File: src/rtl/branch_cond_eval.sv
// branch_cond_eval: evaluates a 4-bit branch condition code against a stored
// NZCV-style flag nibble, one request at a time, with valid/ready handshakes.
//
// Flow: IDLE accepts a request (flags, cond, tag), EVAL computes the result
// into the output register, RESP presents it until the consumer takes it.
// Accept at edge N -> resp_valid seen at edge N+2 -> earliest next accept N+3.
//
// Ports:
//   clk, rst        clock, synchronous active-high reset
//   flags[3:0]      {z, n, c, v}
//   cond[3:0]       condition code (bit 3 inverts the sense of codes 0-7)
//   tag_in          request identifier, echoed on tag_out
//   req_valid/req_ready    request handshake (ready only in IDLE)
//   resp_valid/resp_ready  response handshake (valid only in RESP)
//   taken           condition result, stable while resp_valid
//   tag_out         tag of the request being answered
//   taken_count     delivered taken results (saturating)
//
// Optional feature: define BRANCH_COUNT_EN to build the taken_count counter;
// without it taken_count is tied to zero.
module branch_cond_eval #(
    parameter int TAG_W = 8
) (
    input  logic             clk,
    input  logic             rst,
    input  logic [3:0]       flags,
    input  logic [3:0]       cond,
    input  logic [TAG_W-1:0] tag_in,
    input  logic             req_valid,
    output logic             req_ready,
    output logic             resp_valid,
    input  logic             resp_ready,
    output logic             taken,
    output logic [TAG_W-1:0] tag_out,
    output logic [15:0]      taken_count
);

    typedef enum logic [1:0] {IDLE, EVAL, RESP} state_t;

    state_t           state_q, state_d;
    logic [3:0]       flags_q;
    logic [3:0]       cond_q;
    logic [TAG_W-1:0] tag_q;
    logic             accept;
    logic             handshake;
    logic             base_hit;
    logic             cond_hit;

    assign accept    = req_valid && req_ready;
    assign handshake = resp_valid && resp_ready;

    always_comb begin
        state_d    = state_q;
        req_ready  = 1'b0;
        resp_valid = 1'b0;
        case (state_q)
            IDLE: begin
                req_ready = 1'b1;
                if (req_valid) state_d = EVAL;
            end
            EVAL: state_d = RESP;
            RESP: begin
                resp_valid = 1'b1;
                if (resp_ready) state_d = IDLE;
            end
            default: state_d = IDLE;
        endcase
    end

    always_ff @(posedge clk) begin
        if (rst) state_q <= IDLE;
        else     state_q <= state_d;
    end

    // Inputs are sampled only on accept; later changes are invisible.
    always_ff @(posedge clk) begin
        if (rst) begin
            flags_q <= '0;
            cond_q  <= '0;
            tag_q   <= '0;
        end else if (accept) begin
            flags_q <= flags;
            cond_q  <= cond;
            tag_q   <= tag_in;
        end
    end

    // Codes 8-F are the complements of codes 0-7, so decode the low three
    // bits and let bit 3 flip the result.
    always_comb begin
        base_hit = 1'b0;
        case (cond_q[2:0])
            3'd0: base_hit = 1'b0;
            3'd1: base_hit = flags_q[3];
            3'd2: base_hit = flags_q[3] | (flags_q[2] ^ flags_q[0]);
            3'd3: base_hit = flags_q[2] ^ flags_q[0];
            3'd4: base_hit = flags_q[1] | flags_q[3];
            3'd5: base_hit = flags_q[1];
            3'd6: base_hit = flags_q[2];
            3'd7: base_hit = flags_q[0];
            default: base_hit = 1'b0;
        endcase
    end

    assign cond_hit = base_hit ^ cond_q[3];

    // Result registers load only in EVAL, so they hold through RESP.
    always_ff @(posedge clk) begin
        if (rst) begin
            taken   <= 1'b0;
            tag_out <= '0;
        end else if (state_q == EVAL) begin
            taken   <= cond_hit;
            tag_out <= tag_q;
        end
    end

`ifdef BRANCH_COUNT_EN
    always_ff @(posedge clk) begin
        if (rst)
            taken_count <= '0;
        else if (handshake && taken && (taken_count != 16'hFFFF))
            taken_count <= taken_count + 16'd1;
    end
`else
    assign taken_count = '0;
`endif

endmodule

File: config.mk
export PLATFORM = sky130hd
export DESIGN_NAME = branch_cond_eval
export DESIGN_NICKNAME = d
export VERILOG_FILES = /design/src/rtl/branch_cond_eval.sv
export SDC_FILE = /design/constraint.sdc
export NUM_CORES = 1
export LEC_CHECK = 0
export CORE_UTILIZATION = 38
export DETAILED_ROUTE_END_ITERATION = 6
export PLACE_DENSITY = 0.74
export SETUP_SLACK_MARGIN = 0.2
export SLEW_MARGIN = 20
export SYNTH_ARGS = -nofsm -noshare
export SYNTH_HDL_FRONTEND = slang
export SYNTH_SLANG_ARGS = --single-unit
File: constraint.sdc
create_clock -name clk -period 1.6 [get_ports clk]
set_clock_uncertainty 0.1 [all_clocks]
set_input_delay 0.32 -clock clk [delete_from_list [all_inputs] [get_ports clk]]
set_output_delay 0.32 -clock clk [all_outputs]
set_load 0.01 [all_outputs]
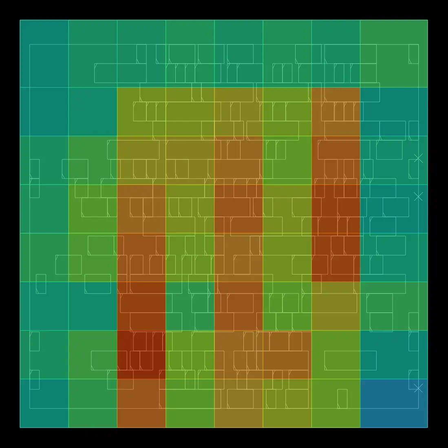
Run 1: congestion heat map
most congested layer reported by global routing: met2
GR Layer Usage met3: 2.009%
final standard cell utilization of the core: 54.25%
met1 usage in global routing: 17.34%
GR met2 Demand/Resource: 28.74%

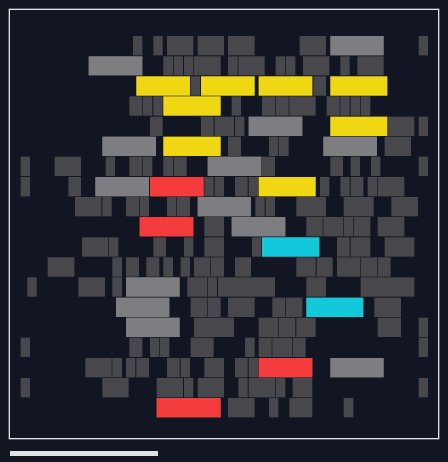
Run 1: sequential cells colored by netlist name
Bar = 20 um. Other sequential cells in the stronger gray, the rest of the logic in the fainter gray.
state_q -> cyan  # sequential cells 2
cond_q -> red  # sequential cells 4
tag_out -> yellow  # sequential cells 8
not colored = 13
Seq. cell area: 553.0 sq um
flip-flop and latch share of the layout cell area: 35.73%
Seq group: 0.732 mW

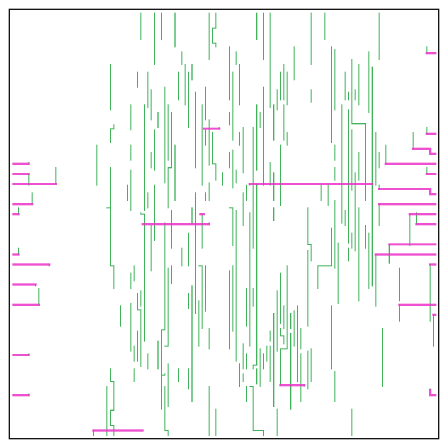
Run 1: metal layers overlaid
Only two layers are drawn.
M2 -> green  # wire length 1180 um
M3 -> magenta  # wire length 124 um
aggregate routed wire length: 2337 um
overall routing resource usage: 15.45%

==> impl_metrics.toml, run 1 <==
# physical design summary
[setup_path]
required_arrival_time_at_the_worst_endpoint_ps = 1720
cp_cell_sequence = "mux2_4, a31oi_4, o21ai_1, or3b_1"
launching_element_type_of_the_critical_path = "flip-flop"
critical_path_arrival_ps = 1580
crit_family = "flip-flops"
critPathMaxStageDelay_ps = 400
worst-setup-path-type = "reg -> reg"
cp_buf_inv_count = 0
crit_slowest_cell = "dfxtp_4"
critPathCaptureType = "flip-flop"
crit_fanout = 6

[run]
drv.max_cap_violation_count = 0
warning_count = 28

[clock_tree]
ctsRootBufferMaster = "clkbuf_4"
clock-sinks = 27
clk_pin_slew_ps = 140
hold_buffers = 0
htree_num_levels = 1
cts_made_buffers = 3
clk_path_buf_depth = 2
tritoncts_clock_tree = "built"
insertion_delay_ps = 320

[final_layout]
area_delta_synth_final_pct = 30.48
share_of_layout_cells_above_drive_strength_1_pct = 15.22
layout.nets = 205
fillers = 277
final_layout_top_logic_cells = "nand2_1, a21oi_1, dfxtp_1, clkdlybuf4s50_1, conb_1"
layoutNonFillerInstCount = 215
diode_insertion_count_for_antenna_repair = 0

[detailed_routing]
wl_per_cell_um = 10.87
postRouteAntennaNets = 0
route.vias.total = 992
drt_drc_violations_left = 3
drtIter0Drc = 32
firstDrtPassIters = 7
vias_per_cell = 4.614

[global_route]
gr-total-overflow = 0
antenna_found_initial = 0
first_pass_grt_wire_length_um = 4029
first_global_vias = 971
largest_net_degree_at_the_start_of_global_routing = 18

[floorplan]
fp.dieH_um = 57.87
coreArea_sq_um = 2853
rows = 19
floorplan.die_area_sq_um = 3349
die_w_um = 57.87
core_util_floorplan_pct = 41.58
floorplan.io_pins = 47

[timing]
setup_total_negative_slack_ps = 0
finalWorstPathRequiredPeriod_ps = 1463
hold_slack_ps = 356.8
hold_viol_final = 0
max_freq_mhz = 683.7
period_used_pct = 91.42
setup_viol_count_final = 0
slew_violations = 0
grt_setup_unrepaired = "true"
worst_slack_ps = 137.3

[synth]
synth.avg_cell_area_sq_um = 7.855
warning_count_from_the_yosys_run = 0
yosysSeqAreaShare_pct = 45.57
synth.lib_cells_used.distinct = 26
mappedNetlistArea_sq_um = 1186
number_of_flip_flops_and_latches_in_the_synthesized_netlist = 27
synth-area-yosys_sq_um = 1186
ys_cells = 151
netlist_instances = 151

[place]
dp.cells = 209
postPlaceCellArea_sq_um = 1488
portBuffers = 30
finalWeightedCongestion = 0.7187
place_ws_ps = -57.65
detailedPlacementHpwl_um = 1745

[power]
clockPowerShare_pct = 23.6
share_comb_of_total_power_pct = 17.5
total_switching_power_mw = 0.3291
sw_frac_of_total_pct = 26.49
seqPwrFrac_pct = 58.9
totalPowerFinal_mw = 1.242
cellLeakagePower_nw = 0.6197
cellPowerDensity_nw_per_um2 = 802.6
power.internal_mw = 0.9131
ir_drop_mv = 0.3196

[run_status]
failing_checks = "design-rule violations"
outcome = "finished, violations left"

[min_path]
hp-class = "reg -> reg"
-- run 1: worst min-delay path: stages, from the launching register on --
cell     delay [ps]
dfxtp_1         340
nand2_1          50
a21oi_1          50
-- run 1: Yosys cell counts --
| cell | number | area (sq um) |
|---|---|---|
| o21ai_1 | 1 | 5.000 |
| buf_2 | 1 | 5.000 |
| a31oi_4 | 1 | 21.27 |
| dfxtp_1 | 27 | 540.5 |
| clkbuf_1 | 5 | 18.77 |
| mux2_4 | 1 | 15.01 |
| nand2b_1 | 2 | 12.51 |
| nor2b_1 | 4 | 25.02 |
| clkbuf_2 | 1 | 5.000 |
| and2_1 | 1 | 6.260 |
| or3_1 | 1 | 6.260 |
| inv_1 | 1 | 3.750 |
| nor2_1 | 2 | 7.510 |
| o21ai_0 | 2 | 10.01 |
| nor3b_1 | 2 | 15.01 |
| buf_1 | 1 | 3.750 |
| xor2_1 | 1 | 8.760 |
| and3_1 | 1 | 6.260 |
| and3b_2 | 1 | 10.01 |
| a21oi_1 | 26 | 130.1 |
| or3b_1 | 1 | 8.760 |
| nand4_1 | 1 | 6.260 |
| nand2_1 | 49 | 183.9 |
| buf_4 | 16 | 120.1 |
| nand3b_1 | 1 | 7.510 |
| conb_1 | 1 | 3.750 |
-- run 1: cell type report --
class / instances / area [sq um] / area share [%]
Inverter: 1 / 3.754 / 0.2425
Multi-Input combinational cell: 114 / 555.5 / 35.89
Clock buffer: 3 / 22.52 / 1.455
Clock inverter: 1 / 7.507 / 0.4850
Timing Repair Buffer: 38 / 366.6 / 23.69
Sequential cell: 27 / 553.0 / 35.73
Tap cell: 31 / 38.79 / 2.506
-- run 1: layer usage --
layer / vias to the layer above / global-route usage (%) / routed length [um]
li1: 518 / - / -
met1: 435 / 17.34 / 993
met2: 35 / 28.74 / 1180
met3: 4 / 2.009 / 123
met4: 0 / 7.143 / 39
met5: - / 0 / 0
-- run 1: power groups by stage --
| stage | clock, mW | combinational [mW] | sequential [mW] |
|---|---|---|---|
| CTS | 0.306 | 0.211 | 0.730 |
| global placement | 0 | 0.208 | 0.743 |
| global route | 0.343 | 0.242 | 0.737 |
| finish | 0.293 | 0.217 | 0.732 |
| floorplan | 0 | 0.140 | 0.743 |
| detailed placement | 0 | 0.214 | 0.746 |
-- run 1: repair_timing --
item,CTS,global route
pin swaps,0,1
hold endpoints to repair,0,0
buffers inserted,1,1
endpoints found under the setup margin,12,12
gates resized,20,20
-- run 1: registers in the layout, summed over array words and instances, names as in the netlist --
name and flops:
state_q 2, tag_out 8, tag_q 8, taken 1, flags_q 4, cond_q 4
-- run 1: cell families (layout without fill, tap and decap cells) --
group / count (synthesis) / count (layout) / synth area share (%)
flip-flops: 27 / 27 / 45.57
other: 1 / 16 / 0.3162
multiplexers: 1 / 1 / 1.265
buffers and inverters: 25 / 43 / 13.18
XOR/XNOR: 1 / 1 / 0.7385
AND/OR/NAND/NOR: 66 / 66 / 24.90
AND-OR/OR-AND: 30 / 30 / 14.03
-- run 1: path summary, 6_finish.rpt --
path,from,endpoint,cells after the start
worst min register to register,tag_q[1],tag_out[1],2
worst max register to register,cond_q[1],taken,4
worst max-delay path,cond_q[1],taken,4
worst min-delay path,tag_q[1],tag_out[1],2
==> run 1 -> run 2 <==
--- a/config.mk
+++ b/config.mk
@@ -5,9 +5,10 @@
 export SDC_FILE = /design/constraint.sdc
 export NUM_CORES = 1
 export LEC_CHECK = 0
-export CORE_UTILIZATION = 38
+export CORE_UTILIZATION = 54
 export DETAILED_ROUTE_END_ITERATION = 6
-export PLACE_DENSITY = 0.74
+export DONT_BUFFER_PORTS = 1
+export PLACE_DENSITY = 0.72
 export SETUP_SLACK_MARGIN = 0.2
 export SLEW_MARGIN = 20
 export SYNTH_ARGS = -nofsm -noshare
==> impl_metrics.toml, run 2 <==
# physical design summary
[synth]
number_of_flip_flops_and_latches_in_the_synthesized_netlist = 27
topCombFamilyByArea = "simple AND/OR/NAND/NOR gates"
ys_async_sr_fraction_pct = 0
synth-area-yosys_sq_um = 1186
synthAdderAreaFrac_pct = 0
netlist.area_leader.share_pct = 45.57
yosysSeqAreaShare_pct = 45.57
synth_top_flop_cell = "dfxtp_1"
netlist_instances = 151
count_of_flip_flops_with_a_built_in_enable_after_synthesis = 0
synth.lib_cells_used.distinct = 26
synth.area.top_cells = "dfxtp_1, nand2_1, a21oi_1"
synth_xor_xnor_area_share_pct = 0.7384
synth.avg_cell_area_sq_um = 7.855
yosys.cell_count.top_type = "nand2_1"
ys_cells = 151

[timing]
hold_viol_final = 26
period_used_pct = 91.61
setup_viol_count_final = 0
hold_slack_ps = -60.70
setup_total_negative_slack_ps = 0
finalWorstPathRequiredPeriod_ps = 1466
max_freq_mhz = 682.3

[detailed_routing]
firstDrtPassIters = 4
route.final.wire_length_um = 2157
drt_drc_violations_left = 0
drtIter0Drc = 12
route.vias.total = 898
wl_per_cell_um = 12.19

[floorplan]
fp.dieH_um = 48.87
floorplan.die_area_sq_um = 2388
die_w_um = 48.87
core_util_floorplan_pct = 58.66
coreArea_sq_um = 2022
rows = 16

[global_route]
first_pass_grt_wire_length_um = 3663
first_global_vias = 839
globalRouteMet3Util_pct = 4.361
largest_net_degree_at_the_start_of_global_routing = 30
antenna_found_initial = 0
gr-total-overflow = 0

[final_layout]
largest_regs = "tag_out (8), tag_q (8)"
share_of_layout_cells_above_drive_strength_1_pct = 9.333
fillers = 211
layoutNonFillerInstCount = 177
area_delta_synth_final_pct = 0.4217
finalCoreUtilization_pct = 58.91

[place]
dp.cells = 173
detailedPlacementHpwl_um = 1547
finalWeightedCongestion = 0.7449
postPlaceCellArea_sq_um = 1155
place_ws_ps = 124.4

[setup_path]
critPathMaxStageDelay_ps = 400
worst-setup-path-type = "reg -> reg"
cp_cell_sequence = "mux2_4, a31oi_4, o21ai_1, or3b_1"
critPathCaptureType = "flip-flop"

[power]
power.internal_mw = 0.8465
ir_drop_mv = 0.6178
total_switching_power_mw = 0.3031
share_comb_of_total_power_pct = 11.2
cellPowerDensity_nw_per_um2 = 965.1
cellLeakagePower_nw = 0.4633
clockPowerShare_pct = 24.9
sw_frac_of_total_pct = 26.36

[clock_tree]
htree_num_levels = 1
cts_made_buffers = 3
insertion_delay_ps = 320
post-cts-setup-buffers = 0
tritoncts_clock_tree = "built"
clk_pin_slew_ps = 140
ctsRootBufferMaster = "clkbuf_4"
clock-sinks = 27

[run_status]
failing_checks = "negative hold slack"
outcome = "finished, violations left"

[run]
warning_count = 30

[min_path]
hp-class = "in -> reg"
-- run 2: cell counts after synthesis --
Identical to the previous run, type by type.
-- run 2: layout make-up --
| type | instances | area [sq um] | share of cell area (%) |
|---|---|---|---|
| tap | 27 | 33.78 | 2.836 |
| timing repair buffer | 4 | 30.03 | 2.521 |
| inverter | 1 | 3.754 | 0.3151 |
| sequential | 27 | 544.3 | 45.69 |
| clock inverter | 1 | 5.005 | 0.4202 |
| clock buffer | 3 | 22.52 | 1.891 |
| multi-input combinational | 114 | 551.8 | 46.32 |
-- run 2: per-layer routing --
layer	vias to the layer above	share of wire, %
li1	451	-
met1	408	46
met2	34	46
met3	5	6.9
met4	0	1.9
met5	-	0
-- run 2: power by group through the flow --
stage	combinational, mW	sequential (mW)	clock [mW]
after floorplan	0.140	0.743	0
after global placement	0.123	0.747	0
after detailed placement	0.127	0.749	0
after CTS	0.128	0.734	0.297
after global routing	0.146	0.739	0.324
final	0.129	0.734	0.287
-- run 2: worst paths after layout --
path | start | depth (start not counted) | endpoint | slack [ps]
worst min-delay path | rst | 1 | tag_out[3] | -60
worst max-delay path | cond_q[1] | 4 | taken | 130
worst min register to register | tag_q[2] | 2 | tag_out[2] | 350
worst max register to register | cond_q[1] | 4 | taken | 130
-- run 2: kinds of logic after synthesis --
| kind of cell | Yosys count |
|---|---|
| AND/OR/NAND/NOR | 66 |
| multiplexers | 1 |
| XOR/XNOR | 1 |
| AND-OR/OR-AND | 30 |
| flip-flops | 27 |
| other | 1 |
| buffers and inverters | 25 |
-- run 2: timing repair --
action | 4_1_cts | 5_1_grt
resized | 2 | 3
endpoints found under the setup margin | 3 | 19
endpoints found under the hold margin | 26 | 26
-- run 2: critical path, delay by kind of cell, from the launching register on --
family          cells  cell delay, ps
flops               1             400
simple gates        1             340
mux                 1             310
compound gates      2             210
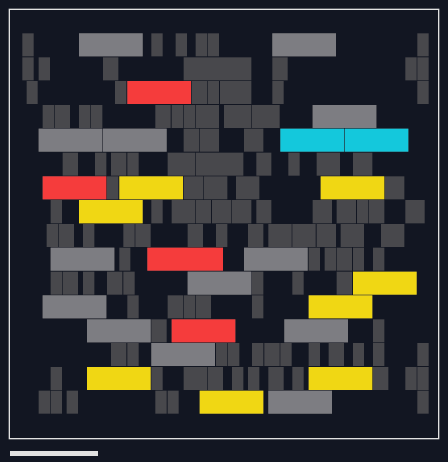
Run 2: sequential cells colored by netlist name
Bar = 10 um. Other sequential cells in the stronger gray, the rest of the logic in the fainter gray.
state_q -> cyan  # sequential cells 2
tag_out -> yellow  # sequential cells 8
cond_q -> red  # sequential cells 4
not colored = 13
Seq group: 0.734 mW
Seq. cell area: 544.3 sq um

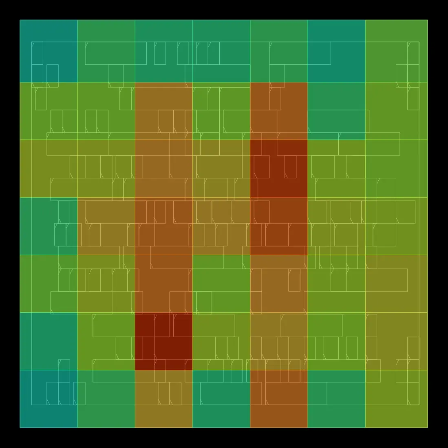
Run 2: congestion heat map
met1 usage in global routing: 23.74%
overall routing resource usage: 19.76%

Power and IR drop assume default switching activity.
